--- src/rtl/acondicionador_pulsador_if.sv ---
// Push-button conditioner signal bundle: raw pin in, clean events and diagnostics out.
interface acondicionador_pulsador_if;
  logic       boton_raw;
  logic       pulso_real;
  logic       presionado;
  logic       pulso_largo;
  logic [7:0] rebotes;

  modport slave (
    input  boton_raw,
    output pulso_real,
    output presionado,
    output pulso_largo,
    output rebotes
  );

  modport master (
    output boton_raw,
    input  pulso_real,
    input  presionado,
    input  pulso_largo,
    input  rebotes
  );
endinterface

--- src/rtl/acondicionador_pulsador.sv ---
// Push-button conditioner: 2-flop synchroniser, debounce FSM, press edge,
// long-press event and a saturating count of aborted confirmations.
module acondicionador_pulsador #(
  parameter logic [31:0] CICLOS_MS   = 32'd50000,
  parameter logic [31:0] ESTABLE_MS  = 32'd20,
  parameter logic [31:0] LARGO_MS    = 32'd1000,
  parameter logic        ACTIVO_BAJO = 1'b1
) (
  input  logic                        clk,
  input  logic                        rst,
  acondicionador_pulsador_if.slave    bus
);

  localparam logic [31:0] D = ESTABLE_MS * CICLOS_MS;
  localparam logic [31:0] L = LARGO_MS * CICLOS_MS;

  typedef enum logic [1:0] {
    SUELTO       = 2'd0,
    CONF_PRESION = 2'd1,
    PRESIONADO   = 2'd2,
    CONF_SUELTA  = 2'd3
  } estado_t;

  logic [1:0]  r_sync;
  logic        w_b;
  estado_t     r_estado;
  logic [31:0] r_cnt;
  logic [31:0] r_hold;
  logic        r_largo_hecho;
  logic        r_pulso_real;
  logic        r_pulso_largo;
  logic        r_presionado;
  logic [7:0]  r_rebotes;
  logic        w_en_presion;

  // Idle level of the pin is the not-pressed level, so reset loads ACTIVO_BAJO.
  always_ff @(posedge clk or posedge rst) begin
    if (rst) begin
      r_sync <= {2{ACTIVO_BAJO}};
    end else begin
      r_sync <= {r_sync[0], bus.boton_raw};
    end
  end

  assign w_b          = r_sync[1] ^ ACTIVO_BAJO;
  assign w_en_presion = (r_estado == PRESIONADO) || (r_estado == CONF_SUELTA);

  always_ff @(posedge clk or posedge rst) begin
    if (rst) begin
      r_estado      <= SUELTO;
      r_cnt         <= 32'd0;
      r_hold        <= 32'd0;
      r_largo_hecho <= 1'b0;
      r_pulso_real  <= 1'b0;
      r_pulso_largo <= 1'b0;
      r_presionado  <= 1'b0;
      r_rebotes     <= 8'd0;
    end else begin
      r_pulso_real  <= 1'b0;
      r_pulso_largo <= 1'b0;

      // Long-press timer sits before the FSM so a release entering SUELTO
      // on the same edge still wins the clear of largo_hecho.
      if (w_en_presion) begin
        r_hold <= r_hold + 32'd1;
        if ((r_hold == L - 32'd1) && !r_largo_hecho) begin
          r_pulso_largo <= 1'b1;
          r_largo_hecho <= 1'b1;
        end
      end

      case (r_estado)
        SUELTO: begin
          if (w_b) begin
            r_estado <= CONF_PRESION;
            r_cnt    <= 32'd0;
          end
        end
        CONF_PRESION: begin
          if (!w_b) begin
            r_estado      <= SUELTO;
            r_cnt         <= 32'd0;
            r_largo_hecho <= 1'b0;
            if (r_rebotes != 8'hFF) r_rebotes <= r_rebotes + 8'd1;
          end else if (r_cnt == D - 32'd1) begin
            r_estado     <= PRESIONADO;
            r_cnt        <= 32'd0;
            r_pulso_real <= 1'b1;
            r_presionado <= 1'b1;
            r_hold       <= 32'd0;
          end else begin
            r_cnt <= r_cnt + 32'd1;
          end
        end
        PRESIONADO: begin
          if (!w_b) begin
            r_estado <= CONF_SUELTA;
            r_cnt    <= 32'd0;
          end
        end
        CONF_SUELTA: begin
          // A bounced release returns to PRESIONADO without touching r_hold.
          if (w_b) begin
            r_estado <= PRESIONADO;
            r_cnt    <= 32'd0;
            if (r_rebotes != 8'hFF) r_rebotes <= r_rebotes + 8'd1;
          end else if (r_cnt == D - 32'd1) begin
            r_estado      <= SUELTO;
            r_cnt         <= 32'd0;
            r_presionado  <= 1'b0;
            r_largo_hecho <= 1'b0;
          end else begin
            r_cnt <= r_cnt + 32'd1;
          end
        end
        default: begin
          r_estado <= SUELTO;
          r_cnt    <= 32'd0;
        end
      endcase
    end
  end

  assign bus.pulso_real  = r_pulso_real;
  assign bus.pulso_largo = r_pulso_largo;
  assign bus.presionado  = r_presionado;
  assign bus.rebotes     = r_rebotes;

endmodule
--- src/flat_wrapper.sv ---
// flat-port wrapper written by rule: the top's interface ports become plain ports
module acondicionador_pulsador_flat 
#(
  parameter logic [31:0] CICLOS_MS   = 32'd50000,
  parameter logic [31:0] ESTABLE_MS  = 32'd20,
  parameter logic [31:0] LARGO_MS    = 32'd1000,
  parameter logic        ACTIVO_BAJO = 1'b1
)
  (clk, rst, bus_boton_raw, bus_pulso_real, bus_presionado, bus_pulso_largo, bus_rebotes);
  acondicionador_pulsador_if bus_i ();
  input  logic clk;
  input  logic rst;
  input wire logic [$bits(bus_i.boton_raw)-1:0] bus_boton_raw;
  output wire logic [$bits(bus_i.pulso_real)-1:0] bus_pulso_real;
  output wire logic [$bits(bus_i.presionado)-1:0] bus_presionado;
  output wire logic [$bits(bus_i.pulso_largo)-1:0] bus_pulso_largo;
  output wire logic [$bits(bus_i.rebotes)-1:0] bus_rebotes;
  assign bus_i.boton_raw = bus_boton_raw;
  assign bus_pulso_real = bus_i.pulso_real;
  assign bus_presionado = bus_i.presionado;
  assign bus_pulso_largo = bus_i.pulso_largo;
  assign bus_rebotes = bus_i.rebotes;
  acondicionador_pulsador #(.CICLOS_MS(CICLOS_MS), .ESTABLE_MS(ESTABLE_MS), .LARGO_MS(LARGO_MS), .ACTIVO_BAJO(ACTIVO_BAJO)) u_core (.clk(clk), .rst(rst), .bus(bus_i));
endmodule
--- config.mk ---
export PLATFORM = sky130hd
export DESIGN_NAME = acondicionador_pulsador_flat
export DESIGN_NICKNAME = d
export VERILOG_FILES = /design/src/rtl/acondicionador_pulsador_if.sv /design/src/rtl/acondicionador_pulsador.sv /design/src/flat_wrapper.sv
export SDC_FILE = /design/constraint.sdc
export NUM_CORES = 1
export LEC_CHECK = 0
export CORE_MARGIN = 3
export CORE_UTILIZATION = 45
export DETAILED_ROUTE_END_ITERATION = 7
export PLACE_DENSITY = 0.63
export SKIP_LAST_GASP = 1
export SYNTH_ARGS = -nofsm -noshare
export SYNTH_HDL_FRONTEND = slang
export SYNTH_SLANG_ARGS = --single-unit
--- constraint.sdc ---
create_clock -name clk -period 3.15 [get_ports clk]
set_input_delay 0.315 -clock clk [delete_from_list [all_inputs] [get_ports clk]]
set_output_delay 0.315 -clock clk [all_outputs]
set_load 0.005 [all_outputs]
### Ports around the boundary, run 1

Scale: 3 px per µm. Pins as bars across the die edge, other pins in grey.
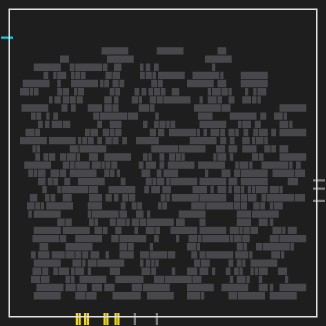
[`clk`] cyan | pins: 1 | direction: input | edge: left
[`bus_rebotes`] yellow | pins: 8 | direction: output | edge: bottom
all pins by edge: 10 bottom, 3 right, 1 left
PortBufs: 13
Chip Width: 102 µm

### Where the registers sit, run 1

Scale: 3 px per µm. Other sequential cells in the stronger grey, the rest of the logic in the fainter grey.
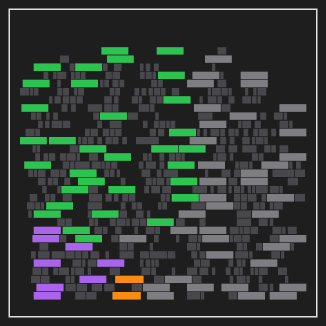
[`u_core.r_sync`] orange | placed flops: 2
[`u_core.r_cnt`] green | placed flops: 32
[`u_core.bus.rebotes`] purple | placed flops: 8 | where: bottom left
not coloured: 38
Seq/total area: 43.5%
Finished Core Util: 52.1%
P_seq: 1.12 mW
register area: 2000 µm²

### Wires at chosen ports, followed through buffers, run 1

Scale: 4 px per µm.
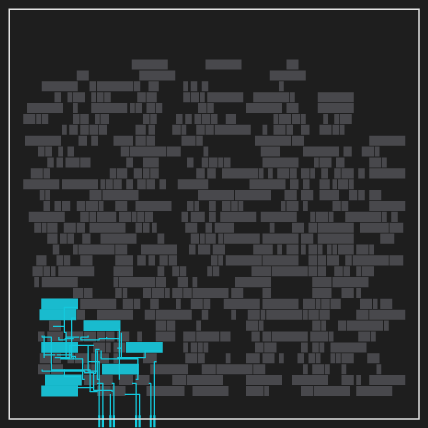
[`bus_rebotes`] cyan | direction: output | edge: bottom | end cells: 8 | wire: 304 µm
Ports: 14

### Routing congestion, run 1

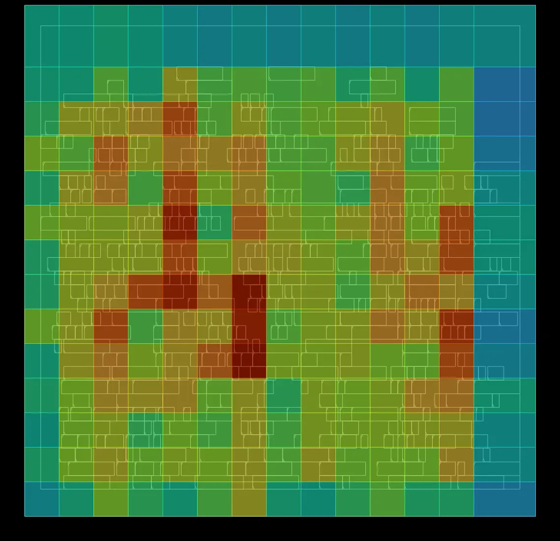
grt met1 use: 25.2%
GR Util met3: 3.48%
WL per Instance: 15.2 µm
GR met2 Demand/Resource: 29.2%

## run 1: worst register-to-register path, cell delays in order, from the launching register on
cell and delay (ns):
dfrtp_1 0.54, xnor2_1 0.44, nand2_1 0.26, a21oi_2 0.87, o21ai_0 0.21, a31oi_1 0.21
## run 1: stage by stage
stage          area (µm²)  hold slack, ns
2_1_floorplan        4150           0.319
6_report             4610           0.362
3_5_place_dp         4420           0.351
5_1_grt              4610           0.369
3_3_place_gp         4420           0.348
4_1_cts              4610           0.364
## run 1: flip-flops by register name (all words and copies together) (netlist names), named ones only
name	count
u_core.bus.presionado	1
u_core.bus.pulso_largo	1
u_core.bus.pulso_real	1
u_core.bus.rebotes	8
u_core.r_cnt	32
u_core.r_estado	1
u_core.r_hold	32
u_core.r_largo_hecho	1
u_core.r_sync	2
==> deck_impl_summary.md, run 1 <==
Synthesis and Place & Route Summary

Layout
  • Logic area: 2020 µm²
  • Most numerous logic cells after layout: dfrtp_1, nor2_1, nand3_1
  • NumNets Final: about 460
  • Data buffer area share: 4.24%
  • Signal inverters: 17

STA
  • Clock skew: 0.0106 ns
  • Fin crit share: 82.6%
  • Endpoints failing hold: 0
  • Final min period: between 2 and 3 ns
  • Peak Freq: 0.384 GHz
  • Slew Limit Fails: 0
  • Final setup TNS: 0 ns

GRT
  • Global route overflow: 0

Clock tree
  • Post-CTS Setup Bufs: 0
  • Insertion Delay late pin: 0.35 ns
  • Clk sink count: 80

Critical path
  • Reg2Reg Depth: 5
  • Delay-heaviest family, CP: AND-OR/OR-AND gates
  • FF-to-FF End: u_core.r_cnt[28]$_DFFE_PP0P_
  • Cell Chain, Critical Path: xnor2_1 > nand2_1 > a21oi_2 > o21ai_0 > a31oi_1
  • CP Buf/Inv Count: 0
  • Critical Path Max Stage Delay: 0.87 ns
  • Critical Path Sink: u_core.r_cnt[28]$_DFFE_PP0P_

Logic synthesis
  • Area leader share: 47.0%
  • Asr flop ratio synth: 100%
  • Simple-Gate Fraction of Synth Area: 28.7%
  • Fa+ha+maj area frac: less than 1%
  • Ys flop type: dfrtp_1
  • Synth top cells by count: dfrtp_1, nor2_1, nand3_1
  • Mapped Cells: 438
  • Synth area leader: dfrtp_1

Die
  • Init Core Util: 46.9%
  • N_taps: 108

Min path
  • Endpoint, Worst Hold: u_core.r_sync[1]$_DFF_PP1_
  • WHS Path Cells: 0

Power
  • Switching part of the total power: roughly a quarter
  • Clk pwr share: 34.9%
  • Power Clock: 0.700 mW
  • NetSw: 0.508 mW
  • Power Internal: 1.50 mW

Route
  • Routed Antenna Nets: 0
  • TritonRoute pass-1 iters: 4
  • Met3 routed WL: around 200 µm

Placement
  • Detail Placement HPWL: between 5 and 6 mm

Status
  • Status: finished clean
==> run 2: changes to the inputs <==
- PLACE_DENSITY: 0.63 -> 0.65
- clock period: 3.15 -> 2.1 ns (I/O delays scaled with it)
### Ports around the boundary, run 2

Scale: 3 px per µm. Pins as bars across the die edge, other pins in grey.
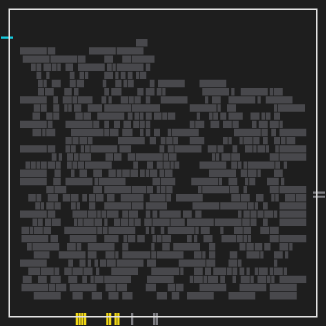
[`clk`] cyan | pins: 1 | direction: input | edge: left
[`bus_rebotes`] yellow | pins: 8 | direction: output | edge: bottom
Die H: 102 µm

==> deck_impl_summary.md, run 2 <==
Synthesis and Place & Route Summary

Power
  • P_seq: 1.68 mW
  • NetSw: 0.766 mW
  • Clk pwr share: a little under two fifths
  • Switching part of the total power: 23.8%
  • Power Clock: 1.22 mW
  • Power Internal: about 2.4 mW

Critical path
  • FF-to-FF End: u_core.r_hold[2]$_DFF_PP0_
  • Crit. Startpoint: u_core.r_cnt[7]$_DFFE_PP0P_
  • Cell Chain, Critical Path: or4b_4 > nor4_4 > buf_4 > nand3_1 > nor3_4 > buf_12 > nor2_1
  • CP Buf/Inv Count: 2
  • Critical Path Sink: u_core.r_hold[2]$_DFF_PP0_
  • Delay-heaviest family, CP: simple AND/OR/NAND/NOR gates
  • Reg2Reg Depth: 7
  • Critical Path Max Stage Delay: 0.56 ns

Route
  • WL per Instance: ~15 µm
  • TritonRoute pass-1 iters: 4
  • Met3 routed WL: 324 µm
  • Routed Antenna Nets: 0

STA
  • Final setup TNS: -0.000560 ns
  • Endpoints failing hold: 0
  • Slew HR: 63.9%
  • Setup ws final: -0.000560 ns
  • Fin crit share: 100%
  • Clock skew: 0.00943 ns
  • Slew Limit Fails: 0
  • Final setup violating endpoints: 1

Layout
  • Signal inverters: 17
  • Largest class: multi-input combinational cells
  • Most numerous logic cells after layout: dfrtp_1, nor2_1, buf_4
  • NumNets Final: 504
  • Seq/total area: between 30% and 40%
  • Data buffer area share: 11.1%
  • # diodes: 0
  • Design area: 5050 µm²
  • Register area: 2010 µm²
  • Logic area: between 2000 and 2500 µm²

Status
  • Status: finished, violations left
  • Failing checks: negative setup slack

Die
  • N_taps: approximately 110
  • Chip Width: 102 µm
  • Ports: 14
  • Die area: 10400 µm²
  • Init Core Util: a little under half

Logic synthesis
  • Ys flop type: dfrtp_1
  • Cell Type Count: 49
  • Fa+ha+maj area frac: 0.904%
  • Synth top cells by count: dfrtp_1, nor2_1, nand3_1
  • Syn_nets: 444
  • Seq share, synth: 48.3%
  • Mapped Cells: 438
  • Asr flop ratio synth: 100%
  • Post-synthesis cell area: 4150 µm²
  • Simple-Gate Fraction of Synth Area: 28.7%
  • Synth area leader: dfrtp_1
  • Area leader share: a little under half

GRT
  • GR Util met3: ~4.4%
  • Global route overflow: 0
  • GR met2 Demand/Resource: between 30% and 40%

Placement
  • Placed instance area: between 4000 and 5000 µm²
  • Detail Placement HPWL: 6.18 mm
  • PortBufs: 13

Clock tree
  • Clk sink count: 80
  • Insertion Delay late pin: 0.34 ns

Min path
  • Endpoint, Worst Hold: u_core.r_sync[0]$_DFF_PP1_
  • WHS Path Cells: 1
### Routing congestion, run 2

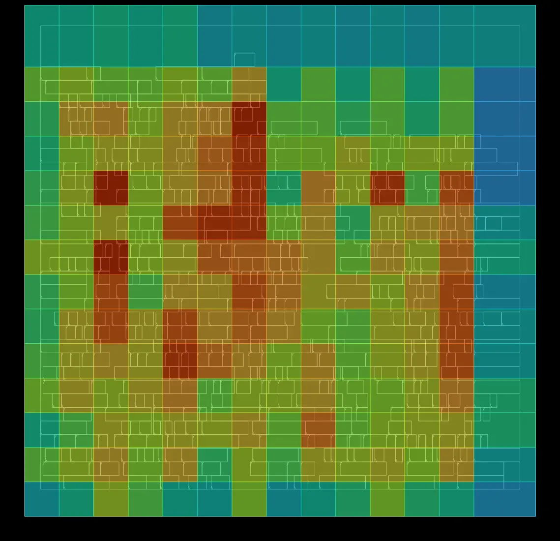
Finished Core Util: 57.1%
grt met1 use: 25.0%
GRT Resource Usage Total: 19.0%

-- run 2: repair_timing --
| item | 4_1_cts | 5_1_grt |
|---|---|---|
| gates resized | 1 | 15 |
| cloned | 0 | 2 |
| setup buffers | 0 | 2 |
| setup endpoints to repair | 1 | 58 |
| pin swaps | 0 | 10 |
-- run 2: metrics by stage --
step / cells / power (mW) / worst slack, ns / hold slack [ns]
2_1_floorplan: 438 / 1.84 / 0.0565 / 0.214
3_3_place_gp: 591 / 2.01 / 0.0885 / 0.347
3_5_place_dp: 591 / 2.01 / 0.0346 / 0.351
4_1_cts: 607 / 3.24 / 0.0300 / 0.273
5_1_grt: 611 / 3.39 / -0.0842 / 0.270
6_report: 611 / 3.21 / -0.000560 / 0.286
Power and IR drop assume default switching activity.
